[src/rtl/core_types_pkg.sv]
// core_types_pkg: shared core types for the ALU operand-fetch path
package core_types_pkg;
   typedef logic [5:0]  phys_reg_tag_t;
   typedef logic [31:0] word_t;
   typedef enum logic [3:0] {
      ALU_ADD, ALU_SUB, ALU_AND, ALU_OR, ALU_XOR, ALU_SLL, ALU_SRL, ALU_SRA
   } aluop_t;
   typedef struct packed {
      aluop_t        op;
      phys_reg_tag_t dest;
      phys_reg_tag_t src0;
      phys_reg_tag_t src1;
   } of_entry_t;
endpackage

[src/rtl/of_fifo.sv]
// of_fifo: pending-issue queue of ops waiting for register-file operands
module of_fifo
   import core_types_pkg::*;
#(
   parameter int DEPTH = 4
) (
   input  logic      clk,
   input  logic      rst,
   input  logic      i_clr,
   input  logic      i_push,
   input  logic      i_pop,
   input  of_entry_t i_din,
   output of_entry_t o_head,
   output logic      o_full,
   output logic      o_empty
);
   localparam int AW = $clog2(DEPTH);
   logic [AW-1:0] r_wr_ptr, r_rd_ptr;
   logic [AW:0]   r_count;
   of_entry_t     r_mem [DEPTH];
   always_ff @(posedge clk) begin
      if (rst || i_clr) begin
         r_wr_ptr <= '0;
         r_rd_ptr <= '0;
         r_count  <= '0;
      end else begin
         if (i_push) r_wr_ptr <= r_wr_ptr + AW'(1);
         if (i_pop) r_rd_ptr <= r_rd_ptr + AW'(1);
         r_count <= r_count + (AW+1)'(i_push) - (AW+1)'(i_pop);
      end
   end
   // storage needs no reset: occupancy alone says what is valid
   always_ff @(posedge clk)
      if (i_push) r_mem[r_wr_ptr] <= i_din;
   assign o_head  = r_mem[r_rd_ptr];
   assign o_full  = r_count == (AW+1)'(DEPTH);
   assign o_empty = r_count == '0;
endmodule

[src/rtl/alu_operand_fetch.sv]
// alu_operand_fetch: queues issued ops, reads their operands from the
// register file and stages the op plus operands for the ALU
module alu_operand_fetch
   import core_types_pkg::*;
#(
   parameter int DEPTH = 4
) (
   input  logic          CLK,
   input  logic          RST,
   input  logic          flush,
   input  logic          issue_valid,
   input  of_entry_t     issue_op,
   output logic          issue_ready,
   output logic          read_req_valid,
   output phys_reg_tag_t read_req_0_tag,
   output phys_reg_tag_t read_req_1_tag,
   input  logic          read_req_serviced,
   input  word_t         read_bus_0_data,
   input  word_t         read_bus_1_data,
   output logic          out_valid,
   output aluop_t        out_op,
   output phys_reg_tag_t out_dest,
   output word_t         out_a,
   output word_t         out_b,
   input  logic          out_ready,
   output logic [15:0]   stall_count
);
   logic          w_full, w_empty, w_push, w_grant;
   of_entry_t     w_head;
   logic          r_out_valid;
   aluop_t        r_out_op;
   phys_reg_tag_t r_out_dest;
   word_t         r_out_a, r_out_b;
   logic [15:0]   r_stall;
   assign issue_ready    = RST || !w_full;
   assign read_req_valid = !RST && !flush && !w_empty && (!r_out_valid || out_ready);
   assign w_grant        = read_req_valid && read_req_serviced;
   assign w_push         = issue_valid && issue_ready && !flush;
   assign read_req_0_tag = w_empty ? '0 : w_head.src0;
   assign read_req_1_tag = w_empty ? '0 : w_head.src1;
   of_fifo #(.DEPTH(DEPTH)) u_fifo (
      .clk    (CLK),
      .rst    (RST),
      .i_clr  (flush),
      .i_push (w_push),
      .i_pop  (w_grant),
      .i_din  (issue_op),
      .o_head (w_head),
      .o_full (w_full),
      .o_empty(w_empty)
   );
   always_ff @(posedge CLK) begin
      if (RST) begin
         r_out_valid <= 1'b0;
         r_out_op    <= ALU_ADD;
         r_out_dest  <= '0;
         r_out_a     <= '0;
         r_out_b     <= '0;
         r_stall     <= '0;
      end else begin
         if (flush) r_out_valid <= 1'b0;
         else if (w_grant) begin
            r_out_valid <= 1'b1;
            r_out_op    <= w_head.op;
            r_out_dest  <= w_head.dest;
            r_out_a     <= read_bus_0_data;
            r_out_b     <= read_bus_1_data;
         end else if (out_ready) r_out_valid <= 1'b0;
         if (read_req_valid && !read_req_serviced && r_stall != '1) r_stall <= r_stall + 16'd1;
      end
   end
   assign out_valid   = r_out_valid;
   assign out_op      = r_out_op;
   assign out_dest    = r_out_dest;
   assign out_a       = r_out_a;
   assign out_b       = r_out_b;
   assign stall_count = r_stall;
endmodule

[config.mk]
export PLATFORM = sky130hd
export DESIGN_NAME = alu_operand_fetch
export DESIGN_NICKNAME = d
export VERILOG_FILES = /design/src/rtl/core_types_pkg.sv /design/src/rtl/of_fifo.sv /design/src/rtl/alu_operand_fetch.sv
export SDC_FILE = /design/constraint.sdc
export NUM_CORES = 1
export LEC_CHECK = 0
export ABC_AREA = 1
export CELL_PAD_IN_SITES_DETAIL_PLACEMENT = 1
export CELL_PAD_IN_SITES_GLOBAL_PLACEMENT = 1
export CORE_MARGIN = 8
export CORE_UTILIZATION = 36
export DETAILED_ROUTE_END_ITERATION = 12
export PLACE_DENSITY = 0.85
export SETUP_SLACK_MARGIN = 0.2
export SYNTH_ARGS = -nofsm -noshare
export SYNTH_HDL_FRONTEND = slang
export SYNTH_SLANG_ARGS = --single-unit
[constraint.sdc]
create_clock -name CLK -period 3.35 [get_ports CLK]
set_clock_uncertainty 0.15 [all_clocks]
set_input_delay 0.67 -clock CLK [delete_from_list [all_inputs] [get_ports CLK]]
set_output_delay 0.67 -clock CLK [all_outputs]
set_load 0.01 [all_outputs]
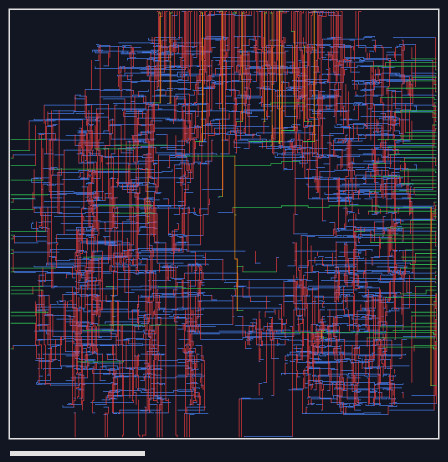
run_1/layers.png
The bar under the picture is 50 um long.
| layer | color | wire length |
|---|---|---|
| M4 | orange | 672 um |
| M2 | red | 11600 um |
| M3 | green | 1390 um |
| M1 | blue | 9360 um |
global-route usage over all layers: 0.181
final wirelength: 23.0 mm
post-detailed-route wirelength per cell: 18.4 um
via count: 6131

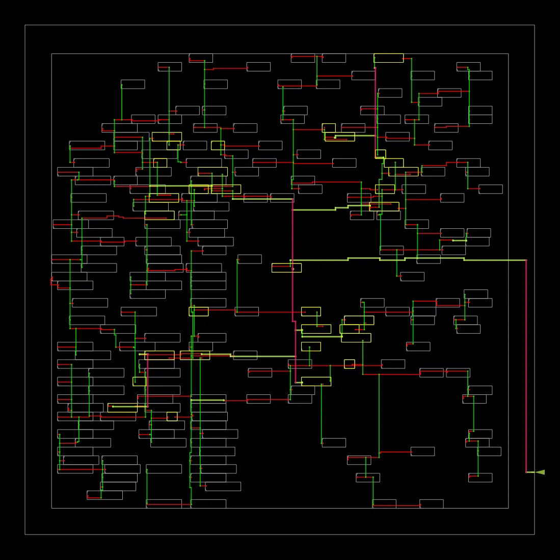
run_1/clock_nets.png
Clk. pwr: 2.11 mW
Clock Buffer Count: 17
count of flip-flops and latches: 188
clock buffer count from CTS: 17

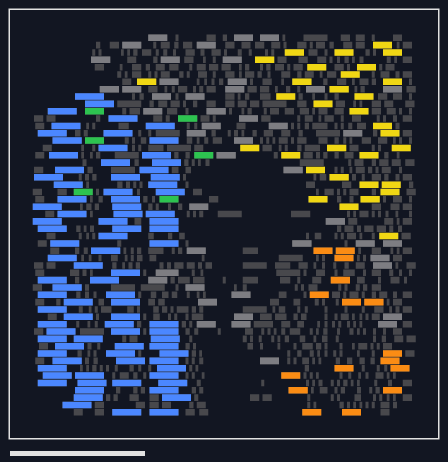
run_1/ff_map.png
The bar under the picture is 50 um long. Other sequential cells in the stronger gray, the rest of the logic in the fainter gray.
| netlist name | color | placed flops |
|---|---|---|
| out_a | yellow | 32 |
| u_fifo.r_mem | blue | 88 |
| out_dest | green | 6 |
| stall_count | orange | 16 |
not colored: 46

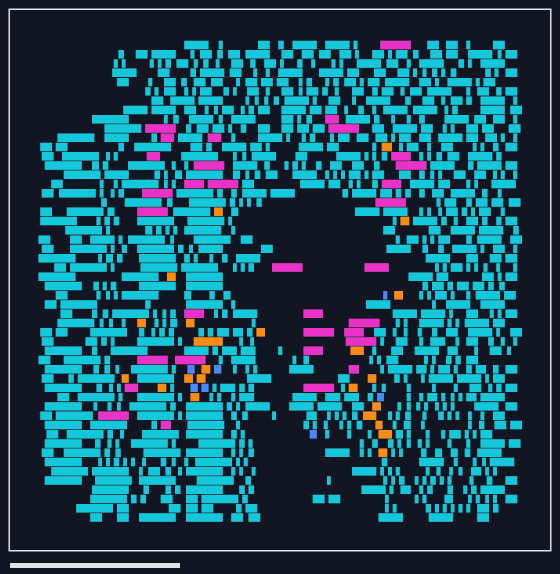
run_1/sizing.png
The bar under the picture is 50 um long.
| size | color | cells | share | most used |
|---|---|---|---|---|
| x1 and smaller | cyan | 918 | 94% | nor2_1 |
| x3 and x4 | orange | 23 | 2.3% | buf_4 |
| x6 and larger | magenta | 32 | 3.3% | clkbuf_16 |
| x2 | blue | 7 | 0.71% | nor2_2 |

==> out/results.md, run 1 <==
| Quantity | Reported | Unit |
|:---|:---|:---|
| Status | finished, final reports clean | - |
| Cells after DPL | 1218 | - |
| Number of global-route vias before repair | 6420 | - |
| Antenna cell count | 0 | - |
| Routability congestion estimate from global placement | 0.763 | - |
| Post-synthesis cell count | 776 | - |
| Number of I/O pins | 197 | - |
| Hold-fix buffers at CTS | 0 | - |
| Area used by sequential logic in the layout | 4650 | um2 |
| XOR/XNOR Area Share | 0.0108 | - |
| Root cell of the clock tree | sky130_fd_sc_hd__clkbuf_16 | - |
| Post-CTS Setup Repair Bufs | 0 | - |
| Total chip power | 4.84 | mW |
| # DRC | 0 | - |
| MaxCap Viol Count | 0 | - |
| Reg2reg setup slack | 1010 | ps |
| Top Layer Used | met4 | - |
| Antenna violation net count after detailed routing | 0 | - |
| Cell type contributing the most total cell area after synthesis | sky130_fd_sc_hd__edfxtp_1 | - |
| Register containing the most flip-flops in the final layout | u_fifo.r_mem | - |
| Top cells by count, synth | sky130_fd_sc_hd__nor2_1, sky130_fd_sc_hd__o21ai_0, sky130_fd_sc_hd__dfxtp_1 | - |
| Share of the final layout cell area in sequential cells | 0.457 | - |
| Instance count on the critical path | 7 | - |
| Start of the worst register-to-register path | u_fifo.r_count[1] | - |
| Clock sink total | 188 | - |
| Net Sw Frac | 0.251 | - |
| Largest cell class | registers | - |
| Number of tap instances | 270 | - |
| Die span in x | 159 | um |
| TNS Setup | 0 | ps |
| Detailed router's first-iteration violation count | 308 | - |
| Buffering stage count on the worst path with inverters included | 4 | - |
| Total congestion overflow | 0 | - |
| Power density of the placed cells | 476 | nW/um2 |
| Post-Synthesis Cell Area | 7310 | um2 |
| Final design area excluding fillers | 10200 | um2 |
| Relative area of non-clock buffer cells in the final design | 0.207 | - |
| Number of ordinary and repair buffers in the finished layout | 213 | - |
| Critical Path Max Stage Delay | 560 | ps |
| Most popular library cell in the synthesized design by count | sky130_fd_sc_hd__nor2_1 | - |
| Max stage delay cell, worst path | sky130_fd_sc_hd__clkdlybuf4s50_1 | - |
| Aoi share | 0.113 | - |
| Dominant comb cell | simple AND/OR/NAND/NOR gates | - |
| Wire length of the first global-routing pass | 34.8 | mm |
| Maximum buffer depth of the clock tree | 2 | - |
| Worst Slack Setup Final | 314 | ps |
| Unique cell type count in the Yosys netlist | 25 | - |
| Nets@finish | 1067 | - |
| CTS tree | built | - |
| Count of placed standard cells in the final layout, fillers left out | 1250 | - |
| Most common cell after layout, fill and taps aside | sky130_fd_sc_hd__nor2_1 | - |
| Cell internal power dissipation | 3.63 | mW |
| Sequential group power | 2.45 | mW |
| Largest voltage drop on the vdd net | 0.364 | mV |
| Static Leak | 3.88 | nW |
| Type of destination of the critical path | primary output | - |
| Largest cells by area after synthesis | sky130_fd_sc_hd__edfxtp_1, sky130_fd_sc_hd__dfxtp_1, sky130_fd_sc_hd__nor2_1, sky130_fd_sc_hd__o21ai_0, sky130_fd_sc_hd__nand2_1 | - |
| Number of rows in the core area | 52 | - |
| Number of synthesized flops with an enable pin | 88 | - |
| Primary FF master, synth | sky130_fd_sc_hd__dfxtp_1 | - |
| Async set or reset register ratio after synthesis | 0 | - |
| Global-route met2 utilization | 0.321 | - |
| Starting Density | 0.364 | - |
| Inverter tally of the final layout excluding the clock network | 30 | - |
| Hold crit path type | reg2reg | - |
| Total count of max-transition violations in the final report | 0 | - |
| Number of setup violations in the final report | 0 | - |
| Y dimension of the die | 159 | um |
| Area share of the largest cell type after synthesis | 0.361 | - |
| PostCTS Resize Cnt | 1 | - |
| Worst Max-Slew Pin Slew | 831 | ps |
| Warning total across the stage logs | 29 | - |
| Worst slack at placement | 167 | ps |
| Final core utilization | 0.506 | - |
| Net count after synthesis | 876 | - |
| Final critical delay including setup and external delays | 3040 | ps |
| Top power consumer group | registers | - |
| Number of port buffers | 196 | - |
| Yosys stat area | 7310 | um2 |
| Ys Warns | 0 | - |
| Share of final layout cell area taken by clock buffers and inverters | 0.0611 | - |
| Sequential fraction of the synthesis area | 0.635 | - |
| Required @ worst endpoint | 2530 | ps |
| Kind of launch point of the worst setup path | primary input | - |
| Number of logic gates | 517 | - |
| Via/cell ratio | 4.90 | - |
| Cell count listed in synth_stat.txt | 776 | - |
| Start point of the critical path | RST | - |
| Crit-path cells | clkdlybuf4s50_1, inv_4, nand2_4, nor2_2, nand2_1, inv_1, clkdlybuf4s50_1 | - |
| FILL cells | 2268 | - |
| Worst reg-to-reg path cell count | 11 | - |
| Delay-heaviest family, CP | buffers and inverters | - |
| FF+latch count, synth | 188 | - |
| HPWL after DPL | 15.6 | mm |
| Met3 Wirelength | 1.39 | mm |
| Net Switching | 1.21 | mW |
| Worst-case headroom to the max-slew limit | 0.446 | - |
| Crit-path max FO | 3 | - |
| Fraction of the cycle the final worst path needs | 0.906 | - |
| Global route hottest layer | met2 | - |
| Top library cells by usage in the layout, fill and taps aside | sky130_fd_sc_hd__nor2_1, sky130_fd_sc_hd__clkdlybuf4s50_1, sky130_fd_sc_hd__o21ai_0, sky130_fd_sc_hd__dfxtp_1, sky130_fd_sc_hd__edfxtp_1 | - |
| Combinational share of cell area | 0.230 | - |
| Synthesized-area fraction occupied by adder cells | 0.0147 | - |
| Routed wire length on met2 | 11.6 | mm |
| Per-instance average area after synthesis | 9.42 | um2 |
| Number of antenna violations at the first check in global routing | 0 | - |
| Share of total power in sequential cells | 0.506 | - |
| Basic Gates by Area | 0.181 | - |
| Worst Hold Launch | u_fifo.r_rd_ptr[0] | - |
| Worst reg2reg endpoint | u_fifo.r_count[2] | - |
| Hold path depth | 1 | - |
| Data arrival time of the worst path | 2220 | ps |
| Critical path class | in2out | - |
| Metal-1 WL | 9.36 | mm |
| Logic area | 2340 | um2 |
| Maximum number of pins on one net before global-route repair | 89 | - |
| Number of flip-flops under the largest register name | 88 | - |
| Grt met3 use | 0.0456 | - |
| Cell seen most often among critical-path stages | sky130_fd_sc_hd__clkdlybuf4s50_1 | - |
| Clock power frac | 0.436 | - |
| Layout cells sized above 1 | 0.0633 | - |
| Endpoint of the most critical setup path | read_req_valid | - |
| Placement-stage cell area | 9540 | um2 |
| Worst-case hold slack | 346 | ps |
| Achievable clock frequency | 329 | MHz |
| Clk pin slew, worst setup/hold paths | 80 | ps |
| Power drawn by the combinational cells | 0.279 | mW |
| # H-tree levels | 4 | - |
| Global Route met1 Usage | 0.203 | - |
| Part of the power in combinational logic | 0.058 | - |
| Area of the core | 20100 | um2 |
run_1/port_trees.png
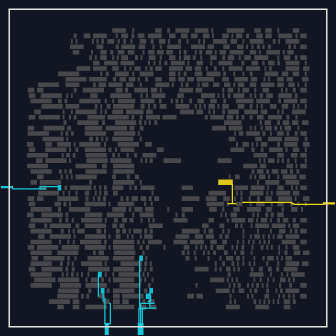

## Run 2: what changed since run 1
Settings changed: TNS_END_PERCENT from default to 50.
Clock period 3.35 ns to 3.3 ns, I/O delays scaled along.
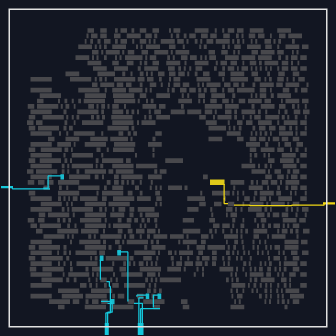
run_2/port_trees.png
| port | color | bits | direction | end cells | buffers | wire |
|---|---|---|---|---|---|---|
| out_valid | yellow | 1 | output | 1 | 1 | 58.7 um |
| read_req_1_tag | cyan | 6 | output | 6 | 6 | 185 um |

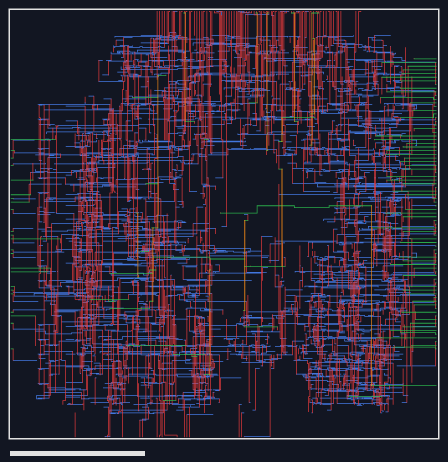
run_2/layers.png
The bar under the picture is 50 um long.
| layer | color | wire length |
|---|---|---|
| M3 | green | 1170 um |
| M1 | blue | 9420 um |
| M4 | orange | 532 um |
| M2 | red | 11600 um |
via count: 6192
final wirelength: 22.7 mm

==> run 2 against run 1 <==
Area after synthesis is the same. Clock power is essentially flat. Count of clock-buffer cells in the layout is the same. Global-route usage shrank 0.15 points. Power grew 1.2%. Worst setup slack lost 57 ps. Synthesized cell count is the same. Sequential cell count is the same. First-iteration DRC count grew 13%. Routed wire length shrank 1.2%. Via count grew 0.99%. Core utilization grew 0.20 points. Critical path type unchanged. Largest cell class unchanged. Highest routed layer unchanged.
==> out/results.md, run 2 <==
| Quantity | Reported | Unit | vs previous |
|:---|:---|:---|:---|
| Sequential group power | 2.49 | mW | +2% |
| Top cells by count, synth | sky130_fd_sc_hd__nor2_1, sky130_fd_sc_hd__o21ai_0, sky130_fd_sc_hd__dfxtp_1 | - |  |
| Die area | 25100 | um2 |  |
| Share of final layout cell area taken by clock buffers and inverters | 0.0608 | - | -0.000362 |
| Number of logic gates | 517 | - | unchanged |
| Final core utilization | 0.508 | - | +0.00199 |
| Dominant comb cell | simple AND/OR/NAND/NOR gates | - |  |
| Cell count listed in synth_stat.txt | 776 | - | unchanged |
| Worst Max-Slew Pin Slew | 825 | ps | -6.10 ps |
| Status | finished, final reports clean | - |  |
| Largest cell class | registers | - |  |
| Clock sink total | 188 | - | unchanged |
| Worst reg2reg endpoint | u_fifo.r_count[2] | - |  |
| Hold-fix buffers at CTS | 0 | - | unchanged |
| HPWL after DPL | 15.8 | mm | +1.8% |
| Global route hottest layer | met2 | - |  |
| Net Switching | 1.17 | mW | -3.4% |
| Buffering stage count on the worst path with inverters included | 4 | - | unchanged |
| Warning total across the stage logs | 30 | - | +3.4% |
| Cell seen most often among critical-path stages | sky130_fd_sc_hd__clkdlybuf4s50_1 | - |  |
| Unique cell type count in the Yosys netlist | 25 | - | unchanged |
| Endpoint of the most critical setup path | read_req_valid | - |  |
| Layout cells sized above 1 | 0.0690 | - | +0.00577 |
| Delay-heaviest family, CP | buffers and inverters | - |  |
| Part of the power in combinational logic | 0.058 | - | about the same |
| Global-route usage over all layers | 0.179 | - | -0.00148 |
| Clock power frac | 0.434 | - | -0.002 |
| Top Layer Used | met4 | - |  |
| Y dimension of the die | 159 | um | unchanged |
| Kind of launch point of the worst setup path | primary input | - |  |
| # H-tree levels | 4 | - | unchanged |
| Final critical delay including setup and external delays | 3040 | ps |  |
| Fraction of the cycle the final worst path needs | 0.922 | - |  |
| Sequential fraction of the synthesis area | 0.635 | - | unchanged |
| Worst slack at placement | 108 | ps | -59.1 ps |
| Hold crit path type | reg2reg | - |  |
| Share of total power in sequential cells | 0.508 | - | +0.002 |
| PostCTS Resize Cnt | 4 | - | +3 |
| Area of the core | 20100 | um2 | unchanged |
| Register containing the most flip-flops in the final layout | u_fifo.r_mem | - |  |
| # DRC | 0 | - | unchanged |
| Number of ordinary and repair buffers in the finished layout | 218 | - | +2.3% |
| Antenna violation net count after detailed routing | 0 | - | unchanged |
| Global Route met1 Usage | 0.205 | - | +0.00196 |
| Critical Path Max Stage Delay | 570 | ps | about the same |
| Number of antenna violations at the first check in global routing | 0 | - | unchanged |
| Achievable clock frequency | 329 | MHz |  |
| Number of I/O pins | 197 | - | unchanged |
| Static Leak | 3.91 | nW | +0.60% |
| Top library cells by usage in the layout, fill and taps aside | sky130_fd_sc_hd__nor2_1, sky130_fd_sc_hd__clkdlybuf4s50_1, sky130_fd_sc_hd__o21ai_0, sky130_fd_sc_hd__dfxtp_1, sky130_fd_sc_hd__edfxtp_1 | - |  |
| Area used by sequential logic in the layout | 4650 | um2 | unchanged |
| Number of tap instances | 270 | - | unchanged |
| Hold path depth | 2 | - | +1 |
| Net count after synthesis | 876 | - | unchanged |
| Clk. pwr | 2.13 | mW | about the same |
| Number of rows in the core area | 52 | - | unchanged |
| Antenna cell count | 0 | - | unchanged |
| Reg2reg setup slack | 940 | ps | -70 ps |
| XOR/XNOR Area Share | 0.0108 | - | unchanged |
| CTS tree | built | - |  |
| Cell type contributing the most total cell area after synthesis | sky130_fd_sc_hd__edfxtp_1 | - |  |
| MaxCap Viol Count | 0 | - | unchanged |
| Global-route met2 utilization | 0.324 | - | +0.00327 |
| Met3 Wirelength | 1.17 | mm | -16% |
| Crit-path cells | clkdlybuf4s50_1, inv_4, nand2_4, nor2_2, nand2_1, inv_1, clkdlybuf4s50_1 | - |  |
| Most common cell after layout, fill and taps aside | sky130_fd_sc_hd__nor2_1 | - |  |
| Post-CTS Setup Repair Bufs | 2 | - | +2 |
| Number of global-route vias before repair | 6464 | - | +0.69% |
| Root cell of the clock tree | sky130_fd_sc_hd__clkbuf_16 | - |  |
| Total congestion overflow | 0 | - | unchanged |
| Number of port buffers | 196 | - | unchanged |
| Clk pin slew, worst setup/hold paths | 70 | ps | about the same |
| Cell internal power dissipation | 3.73 | mW | +2.8% |
| Power drawn by the combinational cells | 0.283 | mW | +1% |
| Number of synthesized flops with an enable pin | 88 | - | unchanged |
| Largest cells by area after synthesis | sky130_fd_sc_hd__edfxtp_1, sky130_fd_sc_hd__dfxtp_1, sky130_fd_sc_hd__nor2_1, sky130_fd_sc_hd__o21ai_0, sky130_fd_sc_hd__nand2_1 | - |  |
| Most popular library cell in the synthesized design by count | sky130_fd_sc_hd__nor2_1 | - |  |
| Synthesized-area fraction occupied by adder cells | 0.0147 | - | unchanged |
| Number of flip-flops under the largest register name | 88 | - | unchanged |
| Nets@finish | 1072 | - | +0.47% |
| Logic area | 2340 | um2 | unchanged |
| Basic Gates by Area | 0.181 | - | unchanged |
| Worst Hold Launch | u_fifo.r_rd_ptr[1] | - |  |
| Routability congestion estimate from global placement | 0.756 | - | -0.84% |
| Ys Warns | 0 | - | unchanged |
| TNS Setup | 0 | ps | unchanged |
| Area share of the largest cell type after synthesis | 0.361 | - | unchanged |
| Worst Slack Setup Final | 257 | ps | -57.4 ps |
| Post-detailed-route wirelength per cell | 18.1 | um | -1.6% |
| Required @ worst endpoint | 2490 | ps | -40 ps |
| Primary FF master, synth | sky130_fd_sc_hd__dfxtp_1 | - |  |
| Largest voltage drop on the vdd net | 0.310 | mV | -15% |
| Post-Synthesis Cell Area | 7310 | um2 | unchanged |
| Number of setup violations in the final report | 0 | - | unchanged |
| Via/cell ratio | 4.93 | - | +0.59% |
| Yosys stat area | 7310 | um2 | unchanged |
| Maximum number of pins on one net before global-route repair | 89 | - | unchanged |
| Data arrival time of the worst path | 2230 | ps | about the same |
| Detailed router's first-iteration violation count | 349 | - | +13% |
| Wire length of the first global-routing pass | 34.8 | mm | about the same |
| Crit-path max FO | 3 | - | unchanged |
| Start point of the critical path | RST | - |  |
| Grt met3 use | 0.0364 | - | -0.00923 |
| Placement-stage cell area | 9540 | um2 | unchanged |
| Metal-1 WL | 9.42 | mm | +0.59% |
| Worst reg-to-reg path cell count | 11 | - | unchanged |
| Count of flip-flops and latches | 188 | - | unchanged |
| Share of the final layout cell area in sequential cells | 0.455 | - | -0.00179 |
| Max stage delay cell, worst path | sky130_fd_sc_hd__clkdlybuf4s50_1 | - |  |
| Async set or reset register ratio after synthesis | 0 | - | unchanged |
| Relative area of non-clock buffer cells in the final design | 0.210 | - | +0.00287 |
| Net Sw Frac | 0.239 | - | -0.0115 |
| Aoi share | 0.113 | - | unchanged |
| Maximum buffer depth of the clock tree | 2 | - | unchanged |
| Routed wire length on met2 | 11.6 | mm | +0.27% |
| Power density of the placed cells | 480 | nW/um2 | +0.81% |
| Inverter tally of the final layout excluding the clock network | 30 | - | unchanged |
| Clock buffer count from CTS | 17 | - | unchanged |
| FILL cells | 2232 | - | -1.6% |
| Top power consumer group | registers | - |  |
| Combinational share of cell area | 0.230 | - | -0.000903 |
| Count of placed standard cells in the final layout, fillers left out | 1255 | - | +0.40% |
| Final design area excluding fillers | 10200 | um2 | +0.39% |
| Total chip power | 4.90 | mW | +1.2% |
| Worst-case headroom to the max-slew limit | 0.450 | - | +0.00407 |
| Cells after DPL | 1218 | - | unchanged |
| Die span in x | 159 | um | unchanged |
| Critical path class | in2out | - |  |
| FF+latch count, synth | 188 | - | unchanged |
| Worst-case hold slack | 353 | ps | +6.69 ps |
| Total count of max-transition violations in the final report | 0 | - | unchanged |
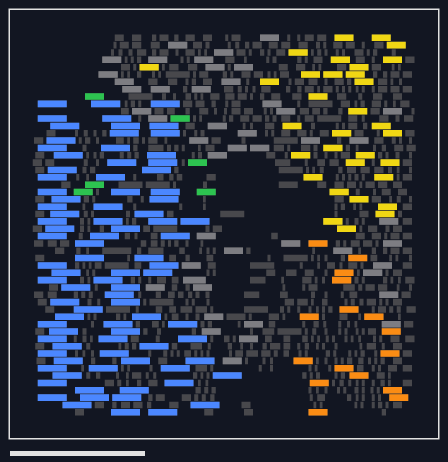
run_2/ff_map.png
The bar under the picture is 50 um long. Other sequential cells in the stronger gray, the rest of the logic in the fainter gray.
| netlist name | color | placed flops |
|---|---|---|
| out_a | yellow | 32 |
| stall_count | orange | 16 |
| out_dest | green | 6 |
| u_fifo.r_mem | blue | 88 |

No activity file was given, so power comes from the tool's default toggle rates.
